--- config.mk ---
export PLATFORM = sky130hd
export DESIGN_NAME = dcache_top_flat
export DESIGN_NICKNAME = d
export VERILOG_FILES = /design/src/rtl/dcache_pkg.sv /design/src/rtl/dcache_if.sv /design/src/rtl/dcache_data_array.sv /design/src/rtl/dcache_top.sv /design/src/flat_wrapper.sv
export SDC_FILE = /design/constraint.sdc
export NUM_CORES = 1
export LEC_CHECK = 0
export CORE_ASPECT_RATIO = 0.8
export CORE_MARGIN = 2
export CORE_UTILIZATION = 35
export DETAILED_ROUTE_END_ITERATION = 8
export PLACE_DENSITY = 0.53
export SLEW_MARGIN = 20
export SYNTH_ARGS = -nofsm -noshare
export SYNTH_HDL_FRONTEND = slang
export SYNTH_SLANG_ARGS = --single-unit
--- constraint.sdc ---
create_clock -name clock -period 7.95 [get_ports clock]
set_clock_uncertainty 0.15 [all_clocks]
set_input_delay 1.59 -clock clock [delete_from_list [all_inputs] [get_ports clock]]
set_output_delay 1.59 -clock clock [all_outputs]
set_load 0.05 [all_outputs]
--- src/rtl/dcache_pkg.sv ---
// Shared types for the data-cache stage.
// Widths, address-field slices, request bundle and FSM states.
package dcache_pkg;

  localparam int ADDR_WIDTH    = 32;
  localparam int DATA_WIDTH    = 32;
  localparam int PC_WIDTH      = 32;
  localparam int LINE_WIDTH    = 128;
  localparam int NUM_LINES     = 4;
  localparam int RF_ADDR_WIDTH = 5;

  localparam int TAG_LSB = 6;
  localparam int TAG_W   = ADDR_WIDTH - TAG_LSB;
  localparam int IDX_LSB = 4;
  localparam int IDX_W   = 2;
  localparam int WRD_LSB = 2;
  localparam int WRD_W   = 2;
  localparam int BYT_W   = 2;

  typedef enum logic {
    Byte = 1'b0,
    Word = 1'b1
  } size_t;

  typedef struct packed {
    logic [ADDR_WIDTH-1:0] addr;
    logic [DATA_WIDTH-1:0] data;
    logic                  is_store;
    size_t                 size;
  } dcache_request_t;

  typedef enum logic [1:0] {
    IDLE,
    EVICT,
    FILL,
    REPLAY
  } dc_state_t;

  typedef struct packed {
    logic [PC_WIDTH-1:0]      pc;
    dcache_request_t          info;
    logic [RF_ADDR_WIDTH-1:0] dst;
  } hold_t;

endpackage

--- src/rtl/dcache_if.sv ---
// ALU/WB/memory bundle of the data-cache stage.
// slave = cache stage, master = ALU stage plus memory model.
interface dcache_if;
  import dcache_pkg::*;

  logic                     req_dcache_valid;
  logic [PC_WIDTH-1:0]      req_dcache_pc;
  dcache_request_t          req_dcache_info;
  logic                     req_m_type_instr;
  logic                     req_r_type_instr;
  logic [RF_ADDR_WIDTH-1:0] req_dst_reg;
  logic                     dcache_busy;
  logic [DATA_WIDTH-1:0]    cache_data_bypass;
  logic                     req_wb_valid;
  logic [PC_WIDTH-1:0]      req_wb_pc;
  logic [DATA_WIDTH-1:0]    req_wb_data;
  logic [RF_ADDR_WIDTH-1:0] req_wb_dst_reg;
  logic                     req_wb_write_rf;
  logic                     xcpt_dcache;
  logic                     req_mem_valid;
  logic [ADDR_WIDTH-1:0]    req_mem_addr;
  logic                     req_mem_is_store;
  logic [LINE_WIDTH-1:0]    req_mem_data;
  logic                     rsp_mem_valid;
  logic [LINE_WIDTH-1:0]    rsp_mem_data;

  modport master (
    output req_dcache_valid, req_dcache_pc,
    output req_dcache_info, req_m_type_instr,
    output req_r_type_instr, req_dst_reg,
    output rsp_mem_valid, rsp_mem_data,
    input  dcache_busy, cache_data_bypass,
    input  req_wb_valid, req_wb_pc, req_wb_data,
    input  req_wb_dst_reg, req_wb_write_rf,
    input  xcpt_dcache, req_mem_valid,
    input  req_mem_addr, req_mem_is_store,
    input  req_mem_data
  );

  modport slave (
    input  req_dcache_valid, req_dcache_pc,
    input  req_dcache_info, req_m_type_instr,
    input  req_r_type_instr, req_dst_reg,
    input  rsp_mem_valid, rsp_mem_data,
    output dcache_busy, cache_data_bypass,
    output req_wb_valid, req_wb_pc, req_wb_data,
    output req_wb_dst_reg, req_wb_write_rf,
    output xcpt_dcache, req_mem_valid,
    output req_mem_addr, req_mem_is_store,
    output req_mem_data
  );

endinterface

--- src/rtl/dcache_data_array.sv ---
// Tag/valid/dirty/line storage: comb read, sync fill or
// byte-masked word store, async clear of valid and dirty.
module dcache_data_array
  import dcache_pkg::*;
(
  input  logic                  clock,
  input  logic                  reset,
  input  logic [IDX_W-1:0]      i_rd_idx,
  output logic                  o_rd_valid,
  output logic                  o_rd_dirty,
  output logic [TAG_W-1:0]      o_rd_tag,
  output logic [LINE_WIDTH-1:0] o_rd_line,
  input  logic [IDX_W-1:0]      i_wr_idx,
  input  logic                  i_fill_en,
  input  logic [TAG_W-1:0]      i_fill_tag,
  input  logic [LINE_WIDTH-1:0] i_fill_line,
  input  logic                  i_st_en,
  input  logic [WRD_W-1:0]      i_st_word,
  input  logic [3:0]            i_st_be,
  input  logic [DATA_WIDTH-1:0] i_st_data
);

  logic [NUM_LINES-1:0]  r_valid;
  logic [NUM_LINES-1:0]  r_dirty;
  logic [TAG_W-1:0]      r_tag  [NUM_LINES];
  logic [LINE_WIDTH-1:0] r_line [NUM_LINES];
  logic [DATA_WIDTH-1:0] w_old;
  logic [DATA_WIDTH-1:0] w_new;

  assign o_rd_valid = r_valid[i_rd_idx];
  assign o_rd_dirty = r_dirty[i_rd_idx];
  assign o_rd_tag   = r_tag[i_rd_idx];
  assign o_rd_line  = r_line[i_rd_idx];

  always_comb begin
    w_old = r_line[i_wr_idx][{i_st_word, 5'b0} +: DATA_WIDTH];
    w_new = w_old;
    for (int b = 0; b < 4; b++) begin
      if (i_st_be[b]) w_new[b*8 +: 8] = i_st_data[b*8 +: 8];
    end
  end

  always_ff @(posedge clock or posedge reset) begin
    if (reset) begin
      r_valid <= '0;
      r_dirty <= '0;
    end else if (i_fill_en) begin
      r_valid[i_wr_idx] <= 1'b1;
      r_dirty[i_wr_idx] <= 1'b0;
    end else if (i_st_en) begin
      r_dirty[i_wr_idx] <= 1'b1;
    end
  end

  // Payload storage is not reset; valid bits guard it.
  always_ff @(posedge clock) begin
    if (i_fill_en) begin
      r_tag[i_wr_idx]  <= i_fill_tag;
      r_line[i_wr_idx] <= i_fill_line;
    end else if (i_st_en) begin
      r_line[i_wr_idx][{i_st_word, 5'b0} +: DATA_WIDTH] <= w_new;
    end
  end

endmodule

--- src/rtl/dcache_top.sv ---
// Data-cache stage: 4-line direct-mapped write-back cache,
// blocking miss FSM, WB/bypass flops. Ports: clock, reset, bus.
module dcache_top
  import dcache_pkg::*;
(
  input logic     clock,
  input logic     reset,
  dcache_if.slave bus
);

  dc_state_t r_state;
  dc_state_t w_next;
  hold_t     r_hold;
  hold_t     w_cur;

  logic                     w_idle;
  logic                     w_cur_m;
  logic                     w_cur_r;
  logic                     w_go;
  logic                     w_hit;
  logic                     w_misal;
  logic                     w_miss;
  logic [IDX_W-1:0]         w_idx;
  logic [TAG_W-1:0]         w_tag;
  logic [WRD_W-1:0]         w_wsel;
  logic [BYT_W-1:0]         w_bsel;
  logic                     w_rd_valid;
  logic                     w_rd_dirty;
  logic [TAG_W-1:0]         w_rd_tag;
  logic [LINE_WIDTH-1:0]    w_rd_line;
  logic [DATA_WIDTH-1:0]    w_word;
  logic [7:0]               w_byte;

  logic                     w_retire;
  logic [DATA_WIDTH-1:0]    w_wb_data;
  logic                     w_wb_wrf;
  logic                     w_wb_xcpt;
  logic                     w_fill_en;
  logic                     w_st_en;
  logic [3:0]               w_st_be;
  logic [DATA_WIDTH-1:0]    w_st_data;
  logic                     w_mem_valid;
  logic                     w_mem_store;
  logic [ADDR_WIDTH-1:0]    w_mem_addr;
  logic [LINE_WIDTH-1:0]    w_mem_data;

  logic                     r_wb_valid;
  logic [PC_WIDTH-1:0]      r_wb_pc;
  logic [DATA_WIDTH-1:0]    r_wb_data;
  logic [RF_ADDR_WIDTH-1:0] r_wb_dst;
  logic                     r_wb_wrf;
  logic                     r_wb_xcpt;

  // Outside IDLE the stage works on the held miss request.
  assign w_idle  = (r_state == IDLE);
  assign w_cur   = w_idle ? {bus.req_dcache_pc,
                             bus.req_dcache_info,
                             bus.req_dst_reg} : r_hold;
  assign w_cur_m = w_idle ? bus.req_m_type_instr : 1'b1;
  assign w_cur_r = w_idle & bus.req_r_type_instr;
  assign w_go    = (w_idle & bus.req_dcache_valid)
                 | (r_state == REPLAY);

  assign w_tag  = w_cur.info.addr[TAG_LSB +: TAG_W];
  assign w_idx  = w_cur.info.addr[IDX_LSB +: IDX_W];
  assign w_wsel = w_cur.info.addr[WRD_LSB +: WRD_W];
  assign w_bsel = w_cur.info.addr[BYT_W-1:0];

  dcache_data_array u_array (
    .clock       (clock),
    .reset       (reset),
    .i_rd_idx    (w_idx),
    .o_rd_valid  (w_rd_valid),
    .o_rd_dirty  (w_rd_dirty),
    .o_rd_tag    (w_rd_tag),
    .o_rd_line   (w_rd_line),
    .i_wr_idx    (w_idx),
    .i_fill_en   (w_fill_en),
    .i_fill_tag  (w_tag),
    .i_fill_line (bus.rsp_mem_data),
    .i_st_en     (w_st_en),
    .i_st_word   (w_wsel),
    .i_st_be     (w_st_be),
    .i_st_data   (w_st_data)
  );

  assign w_word  = w_rd_line[{w_wsel, 5'b0} +: DATA_WIDTH];
  assign w_byte  = w_word[{w_bsel, 3'b0} +: 8];
  assign w_hit   = w_rd_valid & (w_rd_tag == w_tag);
  assign w_misal = (w_cur.info.size == Word) & (w_bsel != '0);
  assign w_miss  = w_idle & bus.req_dcache_valid & w_cur_m
                 & ~w_misal & ~w_hit;

  always_ff @(posedge clock or posedge reset) begin
    if (reset) r_state <= IDLE;
    else       r_state <= w_next;
  end

  always_comb begin
    w_next = r_state;
    unique case (r_state)
      IDLE: begin
        if (w_miss)
          w_next = (w_rd_valid & w_rd_dirty) ? EVICT : FILL;
      end
      EVICT:   if (bus.rsp_mem_valid) w_next = FILL;
      FILL:    if (bus.rsp_mem_valid) w_next = REPLAY;
      REPLAY:  w_next = IDLE;
      default: w_next = IDLE;
    endcase
  end

  always_comb begin
    w_retire    = 1'b0;
    w_wb_data   = w_cur.info.data;
    w_wb_wrf    = 1'b0;
    w_wb_xcpt   = 1'b0;
    w_fill_en   = 1'b0;
    w_st_en     = 1'b0;
    w_st_be     = 4'h0;
    w_st_data   = '0;
    w_mem_valid = 1'b0;
    w_mem_store = 1'b0;
    w_mem_addr  = '0;
    w_mem_data  = '0;
    unique case (r_state)
      IDLE, REPLAY: begin
        if (w_go) begin
          if (!w_cur_m) begin
            w_retire = 1'b1;
            w_wb_wrf = w_cur_r;
          end else if (w_misal) begin
            w_retire  = 1'b1;
            w_wb_xcpt = 1'b1;
          end else if (w_hit) begin
            w_retire = 1'b1;
            if (w_cur.info.is_store) begin
              w_st_en = 1'b1;
              if (w_cur.info.size == Word) begin
                w_st_be   = 4'hF;
                w_st_data = w_cur.info.data;
              end else begin
                w_st_be   = 4'h1 << w_bsel;
                w_st_data = {4{w_cur.info.data[7:0]}};
              end
            end else begin
              w_wb_wrf  = 1'b1;
              w_wb_data = (w_cur.info.size == Word) ? w_word
                          : {24'h0, w_byte};
            end
          end
        end
      end
      EVICT: begin
        w_mem_valid = 1'b1;
        w_mem_store = 1'b1;
        w_mem_addr  = {w_rd_tag, w_idx, 4'h0};
        w_mem_data  = w_rd_line;
      end
      FILL: begin
        w_mem_valid = 1'b1;
        w_mem_addr  = {w_tag, w_idx, 4'h0};
        w_fill_en   = bus.rsp_mem_valid;
      end
      default: ;
    endcase
  end

  always_ff @(posedge clock or posedge reset) begin
    if (reset) r_hold <= '0;
    else if (w_miss) r_hold <= w_cur;
  end

  always_ff @(posedge clock or posedge reset) begin
    if (reset) begin
      r_wb_valid <= 1'b0;
      r_wb_pc    <= '0;
      r_wb_data  <= '0;
      r_wb_dst   <= '0;
      r_wb_wrf   <= 1'b0;
      r_wb_xcpt  <= 1'b0;
    end else begin
      r_wb_valid <= w_retire;
      if (w_retire) begin
        r_wb_pc   <= w_cur.pc;
        r_wb_data <= w_wb_data;
        r_wb_dst  <= w_cur.dst;
        r_wb_wrf  <= w_wb_wrf;
        r_wb_xcpt <= w_wb_xcpt;
      end
    end
  end

  // Busy is combinational so a miss stalls the very next issue.
  assign bus.dcache_busy       = ~w_idle | w_miss;
  assign bus.req_wb_valid      = r_wb_valid;
  assign bus.req_wb_pc         = r_wb_pc;
  assign bus.req_wb_data       = r_wb_data;
  assign bus.cache_data_bypass = r_wb_data;
  assign bus.req_wb_dst_reg    = r_wb_dst;
  assign bus.req_wb_write_rf   = r_wb_wrf;
  assign bus.xcpt_dcache       = r_wb_xcpt & r_wb_valid;
  assign bus.req_mem_valid     = w_mem_valid;
  assign bus.req_mem_is_store  = w_mem_store;
  assign bus.req_mem_addr      = w_mem_addr;
  assign bus.req_mem_data      = w_mem_data;

  a_no_req_when_busy: assert property (
    @(posedge clock) disable iff (reset)
    !(bus.req_dcache_valid && r_state != IDLE)
  );

endmodule
--- src/flat_wrapper.sv ---
// flat-port wrapper written by rule: the top's interface ports become plain ports
module dcache_top_flat import dcache_pkg::*;
  (clock, reset, bus_req_dcache_valid, bus_req_dcache_pc, bus_req_dcache_info, bus_req_m_type_instr, bus_req_r_type_instr, bus_req_dst_reg, bus_rsp_mem_valid, bus_rsp_mem_data, bus_dcache_busy, bus_cache_data_bypass, bus_req_wb_valid, bus_req_wb_pc, bus_req_wb_data, bus_req_wb_dst_reg, bus_req_wb_write_rf, bus_xcpt_dcache, bus_req_mem_valid, bus_req_mem_addr, bus_req_mem_is_store, bus_req_mem_data);
  dcache_if bus_i ();
  input logic clock;
  input logic reset;
  input wire logic [$bits(bus_i.req_dcache_valid)-1:0] bus_req_dcache_valid;
  input wire logic [$bits(bus_i.req_dcache_pc)-1:0] bus_req_dcache_pc;
  input wire logic [$bits(bus_i.req_dcache_info)-1:0] bus_req_dcache_info;
  input wire logic [$bits(bus_i.req_m_type_instr)-1:0] bus_req_m_type_instr;
  input wire logic [$bits(bus_i.req_r_type_instr)-1:0] bus_req_r_type_instr;
  input wire logic [$bits(bus_i.req_dst_reg)-1:0] bus_req_dst_reg;
  input wire logic [$bits(bus_i.rsp_mem_valid)-1:0] bus_rsp_mem_valid;
  input wire logic [$bits(bus_i.rsp_mem_data)-1:0] bus_rsp_mem_data;
  output wire logic [$bits(bus_i.dcache_busy)-1:0] bus_dcache_busy;
  output wire logic [$bits(bus_i.cache_data_bypass)-1:0] bus_cache_data_bypass;
  output wire logic [$bits(bus_i.req_wb_valid)-1:0] bus_req_wb_valid;
  output wire logic [$bits(bus_i.req_wb_pc)-1:0] bus_req_wb_pc;
  output wire logic [$bits(bus_i.req_wb_data)-1:0] bus_req_wb_data;
  output wire logic [$bits(bus_i.req_wb_dst_reg)-1:0] bus_req_wb_dst_reg;
  output wire logic [$bits(bus_i.req_wb_write_rf)-1:0] bus_req_wb_write_rf;
  output wire logic [$bits(bus_i.xcpt_dcache)-1:0] bus_xcpt_dcache;
  output wire logic [$bits(bus_i.req_mem_valid)-1:0] bus_req_mem_valid;
  output wire logic [$bits(bus_i.req_mem_addr)-1:0] bus_req_mem_addr;
  output wire logic [$bits(bus_i.req_mem_is_store)-1:0] bus_req_mem_is_store;
  output wire logic [$bits(bus_i.req_mem_data)-1:0] bus_req_mem_data;
  assign bus_i.req_dcache_valid = bus_req_dcache_valid;
  assign bus_i.req_dcache_pc = bus_req_dcache_pc;
  assign bus_i.req_dcache_info = bus_req_dcache_info;
  assign bus_i.req_m_type_instr = bus_req_m_type_instr;
  assign bus_i.req_r_type_instr = bus_req_r_type_instr;
  assign bus_i.req_dst_reg = bus_req_dst_reg;
  assign bus_i.rsp_mem_valid = bus_rsp_mem_valid;
  assign bus_i.rsp_mem_data = bus_rsp_mem_data;
  assign bus_dcache_busy = bus_i.dcache_busy;
  assign bus_cache_data_bypass = bus_i.cache_data_bypass;
  assign bus_req_wb_valid = bus_i.req_wb_valid;
  assign bus_req_wb_pc = bus_i.req_wb_pc;
  assign bus_req_wb_data = bus_i.req_wb_data;
  assign bus_req_wb_dst_reg = bus_i.req_wb_dst_reg;
  assign bus_req_wb_write_rf = bus_i.req_wb_write_rf;
  assign bus_xcpt_dcache = bus_i.xcpt_dcache;
  assign bus_req_mem_valid = bus_i.req_mem_valid;
  assign bus_req_mem_addr = bus_i.req_mem_addr;
  assign bus_req_mem_is_store = bus_i.req_mem_is_store;
  assign bus_req_mem_data = bus_i.req_mem_data;
  dcache_top u_core (.clock(clock), .reset(reset), .bus(bus_i));
endmodule
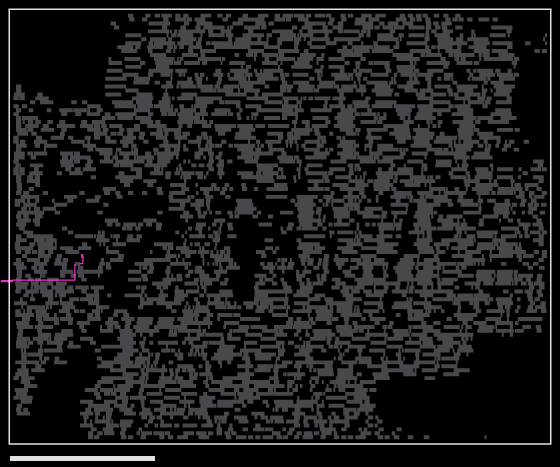
*Port wiring, run 1*
Scale bar: 100 um.
Magenta marks bus_req_r_type_instr, bits 1, direction input, end cells 1, wire 63.5 um.
port bufs: 499
I/O pin cnt: 504

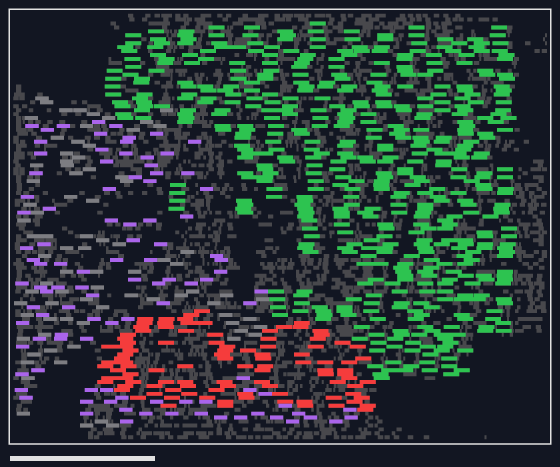
*Register map, names as in the netlist, run 1*
Scale bar: 100 um. Other sequential cells in the stronger grey, the rest of the logic in the fainter grey.
Red marks u_core.u_array.r_tag, flops 104. Green marks u_core.u_array.r_line, flops 512. Purple marks u_core.r_hold, flops 103.
Another 82 sequential cells are not coloured.
sequential power: 5840 uW
fin util: 0.440
Seq area share: 0.486
FF/Latch Area: 23,100 um^2

==> flow_metrics.env, run 1 <==
# physical design summary
export IMPL_num_multi_input_gates=1978
export IMPL_edf_count=616
export IMPL_min_delay_start="u_core.r_hold[45]"
export IMPL_powerDensity_nw_per_um2=456
export IMPL_cts_sinks=801
export IMPL_buffers=584
export IMPL_drv_slew=0
export IMPL_gp_congestion=0.851
export IMPL_dp_cells=4820
export IMPL_worstSkewPairLatency_ps=680
export IMPL_dr_total_vias=27712
export IMPL_top_area_frac=0.486
export IMPL_tap_cells=1430
export IMPL_leakage_uw=0.0177
export IMPL_synth_most_common_cell="edfxtp_1"
export IMPL_top_area_cell="edfxtp_1"
export IMPL_yosysCellCount=3066
export IMPL_drc=0
export IMPL_yosysWarningCount=0
export IMPL_critPathKind="in -> out"
export IMPL_r2r_slack_ps=1860
export IMPL_drt_iter0_markers=2659
export IMPL_status="completed"
export IMPL_nonClkBufAreaFrac=0.124
export IMPL_die_y_um=299
export IMPL_r2r_cells=15
export IMPL_post_cts_buffers=0
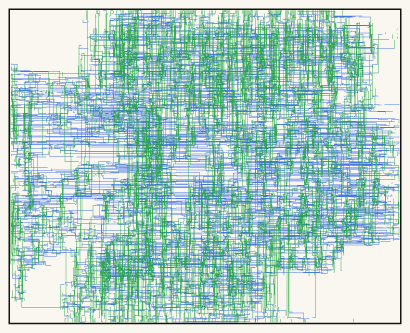
*Signal wires by layer, run 1*
Two of the layers only.
Blue marks M1, wire length 64.8 mm. Green marks M2, wire length 60.6 mm.
Total Routing Usage GR: 0.245
WL per Instance: 28.2 um

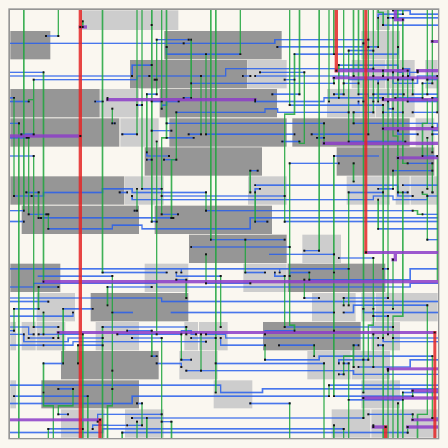
*Close-up of the layout, run 1*
Window x 73 to 113, y 204 to 244 um. Cells in grey, sequential cells in the stronger grey; small squares are vias.
Green marks M2. Blue marks M1. Purple marks M3. Red marks M4.
60 logic cells have their middle in the window. Most frequent: edfxtp_1 (11), mux2i_1 (9), dfrtp_1 (8). Netlist names of flops here include u_core.u_array.r_line (11), u_core.bus.cache_data_bypass (4), u_core.r_hold (4). Sequential cells in the window: 19.

-- run 1: logic make-up (layout without fill, tap and decap cells) --
| family | after synthesis | in the layout | share of synthesized area |
|---|---|---|---|
| xor gates and xnor gates | 26 | 26 | 0.00598 |
| other | 1 | 11 | 0.0000985 |
| adders and majority gates | 10 | 10 | 0.00329 |
| AOI/OAI and AO/OA | 555 | 555 | 0.102 |
| and+or+nand+nor | 913 | 913 | 0.114 |
| muxes | 470 | 470 | 0.130 |
| DFF | 801 | 801 | 0.607 |
| buffers and inverters | 290 | 774 | 0.0371 |
-- run 1: routing by layer --
| layer | share of wire | track usage | wire length (um) | up-vias |
|---|---|---|---|---|
| li1 | - | - | - | 12276 |
| met1 | 0.46 | 0.361 | 64800 | 14047 |
| met2 | 0.43 | 0.358 | 60600 | 1188 |
| met3 | 0.086 | 0.0625 | 12200 | 187 |
| met4 | 0.023 | 0.0613 | 3210 | 14 |
| met5 | 0.00060 | 0 | 85 | - |
-- run 1: layout by cell type, fill, tap and decap left out, types with 25 or more instances in the layout --
cell,netlist,final
buf_4,46,66
dfrtp_1,185,185
clkbuf_16,0,89
o21ai_0,76,76
and3_1,132,132
nand2_1,508,507
nor2_1,39,35
nand3_1,73,73
a31oi_1,49,49
mux2i_1,325,321
edfxtp_1,616,616
clkdlybuf4s50_1,0,498
o2bb2ai_1,129,129
a22oi_1,92,92
inv_1,26,25
a21oi_1,100,84
and2_1,57,57
mux2_2,131,130
-- run 1: worst max-delay path, cell delays in order --
cell and delay [ps]:
clkdlybuf4s50_1 620, mux2_8 470, buf_12 650, nand2_1 100, and3_1 210, a31oi_1 540, and2_1 220, clkdlybuf4s50_1 800
-- run 1: power breakdown --
part	internal, uW	total (uW)	switching, uW
registers	5450	5840	383
logic	3640	11900	8250
clock network	2240	3980	1740
==> inputs of run 2 (changes only) <==
--- a/config.mk
+++ b/config.mk
@@ -5,12 +5,13 @@
 export SDC_FILE = /design/constraint.sdc
 export NUM_CORES = 1
 export LEC_CHECK = 0
+export ABC_CLOCK_PERIOD_IN_PS = 7950
 export CORE_ASPECT_RATIO = 0.8
 export CORE_MARGIN = 2
 export CORE_UTILIZATION = 35
 export DETAILED_ROUTE_END_ITERATION = 8
 export PLACE_DENSITY = 0.53
-export SLEW_MARGIN = 20
+export SLEW_MARGIN = 10
 export SYNTH_ARGS = -nofsm -noshare
 export SYNTH_HDL_FRONTEND = slang
 export SYNTH_SLANG_ARGS = --single-unit
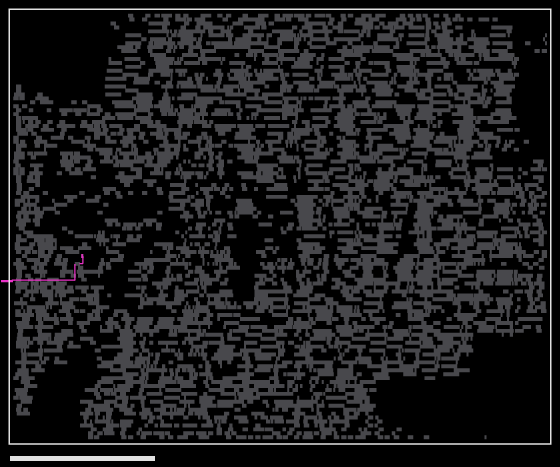
*Port wiring, run 2*
Scale bar: 100 um.
Magenta marks bus_req_r_type_instr, bits 1, direction input, end cells 1, wire 63.5 um.

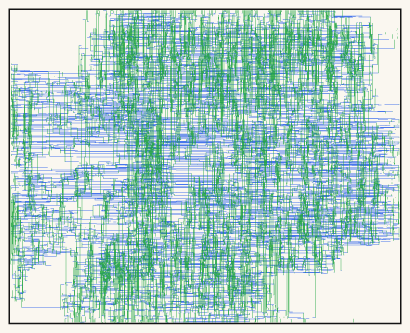
*Signal wires by layer, run 2*
Two of the layers only.
Blue marks M1, wire length 64.0 mm. Green marks M2, wire length 60.6 mm.
wirelength, routed: 141 mm
WL per Instance: 28.2 um
routed via count: 27,636

==> run 2 against run 1 <==
Sequential power about the same. Fmax down 0.63%. Via count down 0.27%. First-iteration DRC count up 4.3%. Sequential cell count unchanged. Non-clock buffer count down 1.
==> flow_metrics.env, run 2 <==
# physical design summary
export IMPL_yosysWarningCount=0
export IMPL_power_group_top="combinational logic"
export IMPL_combPwrFrac=0.547
export IMPL_top_area_frac=0.486
export IMPL_ios=504
export IMPL_grt_util_met2=0.358
export IMPL_r2r_cells=15
export IMPL_layout_top_cells="edfxtp_1, nand2_1, clkdlybuf4s50_1"
export IMPL_synth_most_common_cell="edfxtp_1"
export IMPL_critPathBufInv=3
export IMPL_intPower_uw=11300
export IMPL_gp_congestion=0.851
export IMPL_min_delay_start="u_core.r_hold[45]"
export IMPL_post_cts_buffers=0
export IMPL_edf_count=616
export IMPL_status="completed"
export IMPL_powerDensity_nw_per_um2=456
export IMPL_grtUsageMet3=0.0625
export IMPL_critical_path_most_common_cell="clkdlybuf4s50_1"
export IMPL_power_frac_seq=0.269
export IMPL_yosysCellCount=3066
export IMPL_drc=0
export IMPL_slowest_stage="clkdlybuf4s50_1"
export IMPL_seqCellArea_um2=23100
export IMPL_crit_family="buffers and inverters"
export IMPL_crit_chain="clkdlybuf4s50_1 > mux2_8 > buf_12 > nand2_1 > and3_1 > a31oi_1 > and2_1 > clkdlybuf4s50_1"
export IMPL_top_area_cell="edfxtp_1"
export IMPL_drv_slew=0
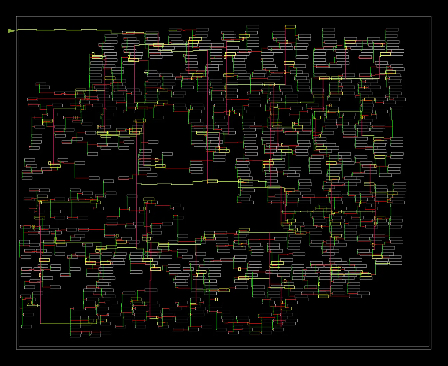
*Clock wiring as the flow saved it, run 2*
Clock Buffer Count: 110
CTS Sinks: 801
P_clk: 3980 uW
Late-Pin Clk Latency: 680 ps

-- run 2: worst register-to-register path, stage by stage, from the launching register on --
cell	delay [ps]
dfrtp_1	430
inv_1	180
ha_4	370
buf_4	470
mux2i_1	440
inv_1	260
a221oi_2	310
a21oi_1	80
a221oi_2	220
nand3_2	350
nor4b_4	430
buf_4	400
and4_1	550
nand2_4	460
a21oi_4	320
buf_12	260
-- run 2: stage by stage --
step / instances / utilization / hold slack (ps) / cell area [um^2] / worst slack (ps)
after floorplan: 3069 / - / 299 / 38100 / 1180
after global placement: 4820 / 0.414 / 310 / 44800 / 915
after detailed placement: 4820 / 0.414 / 319 / 44800 / 875
after CTS: 4982 / 0.439 / 332 / 47600 / 897
after global routing: 4988 / 0.440 / 347 / 47600 / 761
final: 4989 / 0.440 / 329 / 47600 / 799
-- run 2: area by class of cell --
class,instances,share of cell area
Sequential cell,801,0.486
Multi-Input combinational cell,1978,0.292
Timing Repair Buffer,583,0.123
Clock buffer,110,0.0485
Tap cell,1430,0.0376
Clock inverter,52,0.00970
Inverter,28,0.00237
Antenna cell,7,0.000368
-- run 2: final timing paths --
check | endpoint | slack, ps
min reg2reg | u_core.r_hold[45] | 330
max | bus_req_mem_data[73] | 800
min in group asynchronous | u_core.bus.req_wb_pc[27] | 1270
min | u_core.r_hold[45] | 330
max reg2reg | u_core.u_array.r_line[2][92] | 1870
max in group asynchronous | u_core.r_hold[20] | 4950
-- run 2: cell families after synthesis --
| kind of cell | synth area share |
|---|---|
| and+or+nand+nor | 0.114 |
| DFF | 0.607 |
| AOI/OAI and AO/OA | 0.102 |
| muxes | 0.130 |
| buffers and inverters | 0.0371 |
| xor gates and xnor gates | 0.00598 |
| adders and majority gates | 0.00329 |
| other | 0.0000985 |
Power figures rest on the tool's default switching activity, not on a simulated workload.
